File: src/rtl/key_hole_queue.sv
// key_hole_queue: maps PS/2 set-2 game keys to mole hole indices 0-8, applies a
// same-hole repeat lockout, queues accepted hits in a small FIFO (valid/ready),
// and turns Space/P into single-cycle start/pause pulses that bypass the queue.
// Ports:
//   clk, reset        - clock, synchronous active-high reset
//   key_in            - scancode, qualified by key_valid_in (one-cycle pulse)
//   hole_ready        - consumer pops the head when hole_valid is also high
//   hole_valid        - FIFO non-empty
//   hole_idx          - head entry hole index
//   start_pulse       - one-cycle pulse on Space (also flushes queue/lockout)
//   pause_pulse       - one-cycle pulse on P
//   fifo_count        - current occupancy
//   overflow          - sticky: a hit was dropped because the FIFO was full
module key_hole_queue #(
  parameter int unsigned DEPTH          = 4,
  parameter int unsigned LOCKOUT_CYCLES = 5000000
) (
  input  logic                     clk,
  input  logic                     reset,
  input  logic [7:0]               key_in,
  input  logic                     key_valid_in,
  input  logic                     hole_ready,
  output logic                     hole_valid,
  output logic [3:0]               hole_idx,
  output logic                     start_pulse,
  output logic                     pause_pulse,
  output logic [$clog2(DEPTH):0]   fifo_count,
  output logic                     overflow
);

  localparam int unsigned PW = $clog2(DEPTH);
  localparam int unsigned CW = PW + 1;
  localparam int unsigned LW = (LOCKOUT_CYCLES > 1) ? $clog2(LOCKOUT_CYCLES) : 1;

  localparam logic [LW-1:0] LOCK_RELOAD = (LOCKOUT_CYCLES == 0) ? '0 : LW'(LOCKOUT_CYCLES - 1);
  localparam logic [CW-1:0] FULL_COUNT  = CW'(DEPTH);
  localparam logic [3:0]    IDX_NONE    = 4'hF;

  localparam logic [1:0] CLS_NONE  = 2'd0;
  localparam logic [1:0] CLS_HOLE  = 2'd1;
  localparam logic [1:0] CLS_START = 2'd2;
  localparam logic [1:0] CLS_PAUSE = 2'd3;

  logic [1:0]    w_dec_cls;
  logic [3:0]    w_dec_idx;
  logic [1:0]    r_cls;
  logic [3:0]    r_idx;

  logic [3:0]    r_mem [DEPTH];
  logic [PW-1:0] r_rd;
  logic [PW-1:0] r_wr;
  logic [CW-1:0] r_count;
  logic          r_valid;
  logic [3:0]    r_head;
  logic          r_ovf;
  logic          r_start;
  logic          r_pause;
  logic [LW-1:0] r_lock;
  logic [3:0]    r_last;

  logic          w_is_start;
  logic          w_locked;
  logic          w_full;
  logic          w_pop;
  logic          w_push;
  logic          w_drop_full;
  logic [PW-1:0] w_rd_nxt;
  logic [CW-1:0] w_count_nxt;
  logic [3:0]    w_head_nxt;

  // Scancode decode into class + hole index
  always_comb begin
    w_dec_cls = CLS_NONE;
    w_dec_idx = 4'd0;
    case (key_in)
      8'h15: begin w_dec_cls = CLS_HOLE; w_dec_idx = 4'd0; end
      8'h1D: begin w_dec_cls = CLS_HOLE; w_dec_idx = 4'd1; end
      8'h24: begin w_dec_cls = CLS_HOLE; w_dec_idx = 4'd2; end
      8'h1C: begin w_dec_cls = CLS_HOLE; w_dec_idx = 4'd3; end
      8'h1B: begin w_dec_cls = CLS_HOLE; w_dec_idx = 4'd4; end
      8'h23: begin w_dec_cls = CLS_HOLE; w_dec_idx = 4'd5; end
      8'h1A: begin w_dec_cls = CLS_HOLE; w_dec_idx = 4'd6; end
      8'h22: begin w_dec_cls = CLS_HOLE; w_dec_idx = 4'd7; end
      8'h21: begin w_dec_cls = CLS_HOLE; w_dec_idx = 4'd8; end
      8'h29: w_dec_cls = CLS_START;
      8'h4D: w_dec_cls = CLS_PAUSE;
      default: ;
    endcase
  end

  // Stage 1: decode register
  always_ff @(posedge clk) begin
    if (reset) begin
      r_cls <= CLS_NONE;
      r_idx <= 4'd0;
    end else begin
      r_cls <= key_valid_in ? w_dec_cls : CLS_NONE;
      r_idx <= w_dec_idx;
    end
  end

  // Stage 2 decisions; start discards any pop in its cycle
  always_comb begin
    w_is_start  = (r_cls == CLS_START);
    w_locked    = (r_last == r_idx) && (r_lock != '0);
    w_full      = (r_count == FULL_COUNT);
    w_pop       = r_valid && hole_ready && !w_is_start;
    w_push      = (r_cls == CLS_HOLE) && !w_locked && (!w_full || w_pop);
    w_drop_full = (r_cls == CLS_HOLE) && !w_locked && w_full && !w_pop;
    w_rd_nxt    = w_pop ? (r_rd + PW'(1)) : r_rd;
    w_count_nxt = r_count;
    if (w_push && !w_pop) w_count_nxt = r_count + CW'(1);
    if (!w_push && w_pop) w_count_nxt = r_count - CW'(1);
    // Next head: the entry being written if it lands at the new read slot
    if (w_count_nxt == '0)                w_head_nxt = r_head;
    else if (w_push && (r_wr == w_rd_nxt)) w_head_nxt = r_idx;
    else                                   w_head_nxt = r_mem[w_rd_nxt];
  end

  // FIFO storage, no reset needed since pointers are reset
  always_ff @(posedge clk) begin
    if (!reset && !w_is_start && w_push) r_mem[r_wr] <= r_idx;
  end

  // Control state, lockout and outputs
  always_ff @(posedge clk) begin
    if (reset) begin
      r_rd    <= '0;
      r_wr    <= '0;
      r_count <= '0;
      r_valid <= 1'b0;
      r_head  <= 4'd0;
      r_ovf   <= 1'b0;
      r_start <= 1'b0;
      r_pause <= 1'b0;
      r_lock  <= '0;
      r_last  <= IDX_NONE;
    end else begin
      r_start <= w_is_start;
      r_pause <= (r_cls == CLS_PAUSE);
      if (w_is_start) begin
        r_rd    <= '0;
        r_wr    <= '0;
        r_count <= '0;
        r_valid <= 1'b0;
        r_ovf   <= 1'b0;
        r_lock  <= '0;
        r_last  <= IDX_NONE;
      end else begin
        if (w_push) begin
          r_wr   <= r_wr + PW'(1);
          r_last <= r_idx;
          r_lock <= LOCK_RELOAD;
        end else if (r_lock != '0) begin
          r_lock <= r_lock - LW'(1);
        end
        if (w_drop_full) r_ovf <= 1'b1;
        r_rd    <= w_rd_nxt;
        r_count <= w_count_nxt;
        r_valid <= (w_count_nxt != '0);
        r_head  <= w_head_nxt;
      end
    end
  end

  assign hole_valid  = r_valid;
  assign hole_idx    = r_head;
  assign start_pulse = r_start;
  assign pause_pulse = r_pause;
  assign fifo_count  = r_count;
  assign overflow    = r_ovf;

endmodule

File: config.mk
export PLATFORM = sky130hd
export DESIGN_NAME = key_hole_queue
export DESIGN_NICKNAME = d
export VERILOG_FILES = /design/src/rtl/key_hole_queue.sv
export SDC_FILE = /design/constraint.sdc
export NUM_CORES = 1
export LEC_CHECK = 0
export CAP_MARGIN = 10
export CORE_UTILIZATION = 38
export CTS_CLUSTER_SIZE = 12
export DETAILED_ROUTE_END_ITERATION = 16
export GPL_ROUTABILITY_DRIVEN = 0
export SETUP_SLACK_MARGIN = 0.1
export SLEW_MARGIN = 20
export SYNTH_ARGS = -nofsm -noshare
export SYNTH_HDL_FRONTEND = slang
export SYNTH_SLANG_ARGS = --single-unit
File: constraint.sdc
create_clock -name clk -period 2.7 [get_ports clk]
set_input_delay 0.405 -clock clk [delete_from_list [all_inputs] [get_ports clk]]
set_output_delay 0.405 -clock clk [all_outputs]
set_load 0.01 [all_outputs]
==> impl_metrics.py <==
# Metrics from the implementation run
metrics = {
    "clock_tree": {
        "ctsRootBufferMaster": "clkbuf_8",
        "cts_buffers": 9,
        "insertion_delay_ns": 0.35,
        "clkSlewWorstSetupHoldPaths_ns": 0.07,
    },
    "global_routing": {
        "grt_pass1_wl_um": 11400,
    },
    "layout": {
        "final.fill_count": 737,
    },
    "worst_setup_path": {
        "cp-end-kind": "flop",
        "path_max_fanout": 7,
    },
    "min_path": {
        "hold_end": "r_last[3]$_SDFFE_PP1P_",
        "hold_class": "flop to flop",
    },
    "detailed_routing": {
        "routedWlPerCell_um": 14.6,
        "drc_errors": 0,
        "detail_route.iter0.violations": 100,
    },
    "timing": {
        "finalSetupTns_ns": 0,
        "rsz0062_at_grt": "false",
        "skew_ns": 0.00847,
    },
    "placement": {
        "dp.cells": 447,
        "numPortBuffers": 22,
    },
    "pwr": {
        "clkPwrFrac_pct": 21.4,
        "p_comb_share_pct": 44.2,
        "swShare_pct": 37.1,
    },
    "floorplanning": {
        "fp.dieH_um": 93.4,
    },
    "synth": {
        "synth_cells": 311,
        "xor_area_share_pct": 7.97,
        "ys.flop_type": "dfxtp_1",
    },
    "status": {
        "status": "complete, no violations",
    },
}
[what timing repair did]
item	in CTS	in global routing
resized	0	1
buffers inserted	0	0
hold buffers	0	0
setup endpoints to repair	0	4
[sequential cells by signal (all words and copies together) (netlist names)]
register and flops:
r_rd 2, r_lock 23, pause_pulse 1, r_wr 2, hole_idx 4, hole_valid 1, start_pulse 1, r_mem 16
overflow 1, r_last 4, fifo_count 3, r_idx 4, r_cls 2
[power groups by stage]
stage / combinational (mW) / sequential [mW] / clock (mW)
4_1_cts: 1.87 / 1.44 / 0.910
3_5_place_dp: 1.85 / 1.45 / 0
6_report: 1.85 / 1.44 / 0.895
5_1_grt: 2.06 / 1.47 / 0.951
3_3_place_gp: 1.83 / 1.45 / 0
2_1_floorplan: 1.36 / 1.44 / 0
[through the flow]
step	util [%]	area [µm²]	total power [mW]	hold slack (ns)	worst slack [ns]
global route	48.9	3850	4.49	0.523	0.123
finish	48.9	3850	4.19	0.484	0.260
CTS	48.8	3850	4.21	0.486	0.157
global placement	46.1	3640	3.28	0.472	0.156
detailed placement	46.1	3640	3.30	0.477	0.113
floorplan	-	3170	2.80	0.440	0.484
[worst max-delay path, stage by stage (launching register included)]
cell	delay [ns]
dfxtp_1	0.38
nor4_4	0.41
nand4_4	0.19
o21ai_1	0.23
a21oi_1	0.11
buf_4	0.16
o21a_1	0.23
or3_4	0.44
a211oi_2	0.19
[per-layer routing]
metal  wire (µm)  up-vias  track usage [%]
li1            -     1225                -
met1        3480     1127             24.0
met2        2990       28             25.5
met3         191        9             3.66
met4         120        0             7.31
met5           0        -                0
[cell type report]
| class | instances | area [µm²] | share of cell area, % |
|---|---|---|---|
| well taps | 102 | 128 | 3.31 |
| multi-input cells | 234 | 1690 | 43.8 |
| clock buffers | 10 | 128 | 3.31 |
| inverters | 6 | 22.5 | 0.584 |
| repair buffers | 41 | 363 | 9.41 |
| clock inverters | 6 | 83.8 | 2.17 |
| flip-flops and latches | 64 | 1440 | 37.4 |
[cell usage in the layout, fill, tap and decap left out, drive strengths merged, types with 5 or more instances in the layout]
master / n
and3: 7
a21oi: 20
clkbuf: 10
a211oi: 7
xnor2: 15
xor2: 13
nand3: 10
nor2b: 5
nor3: 11
nand2: 28
edfxtp: 16
o21ai: 5
nor4: 11
dfxtp: 48
clkdlybuf4s50: 22
buf: 19
inv: 6
nor2: 38
ha: 9
[how the worst max path moves through the flow]
stage                               endpoint  slack [ns]  cells after the start
global placement    hole_idx[3]$_SDFFE_PP0P_        0.16                      7
floorplan              r_mem[0][0]$_DFFE_PP_        0.48                      6
finish              hole_idx[1]$_SDFFE_PP0P_        0.26                      8
global route        hole_idx[1]$_SDFFE_PP0P_        0.12                      8
CTS                 hole_idx[1]$_SDFFE_PP0P_        0.16                      7
detailed placement  hole_idx[2]$_SDFFE_PP0P_        0.11                      7
[kinds of logic after synthesis]
group           count (synthesis)
flops                          64
compound gates                 51
buf+inv                        13
mux                             8
xor+xnor                       28
simple gates                  138
fa+ha+maj                       9
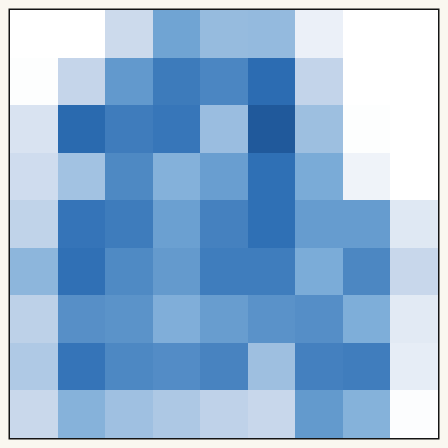
(images/cell_density.png)
The die is cut into 9 by 9 equal tiles; white is low, dark blue is high, 0 to 100% covered.
3.7% of the tiles are over 75% full. The emptiest ninth of the die: top right. 14% of the tiles are nearly empty.

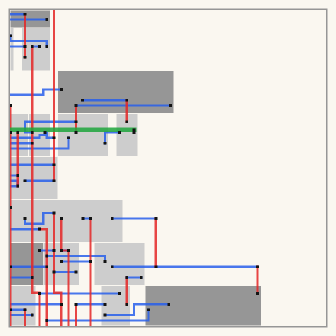
(images/detail.png)
Region (60, 60) to (80, 80) µm. Cells in gray, sequential cells in the stronger gray; small squares are vias.
metal 3: in green. metal 2: in red. metal 1: in blue.
Netlist names of flops here include r_lock (2). Sequential cells in the window: 2. Most frequent: xnor2_1 (3). 12 logic cells have their middle in the window.

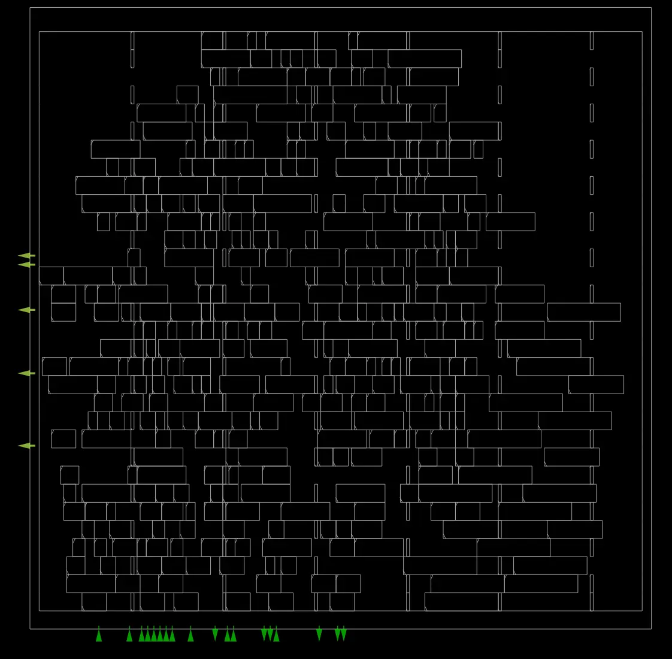
(images/placement.png)
fin util: 48.9%
flop share of the area: 37.4%
site row count: 32
fin cells: 463
Tap Count: 102

Power and IR drop assume default switching activity.
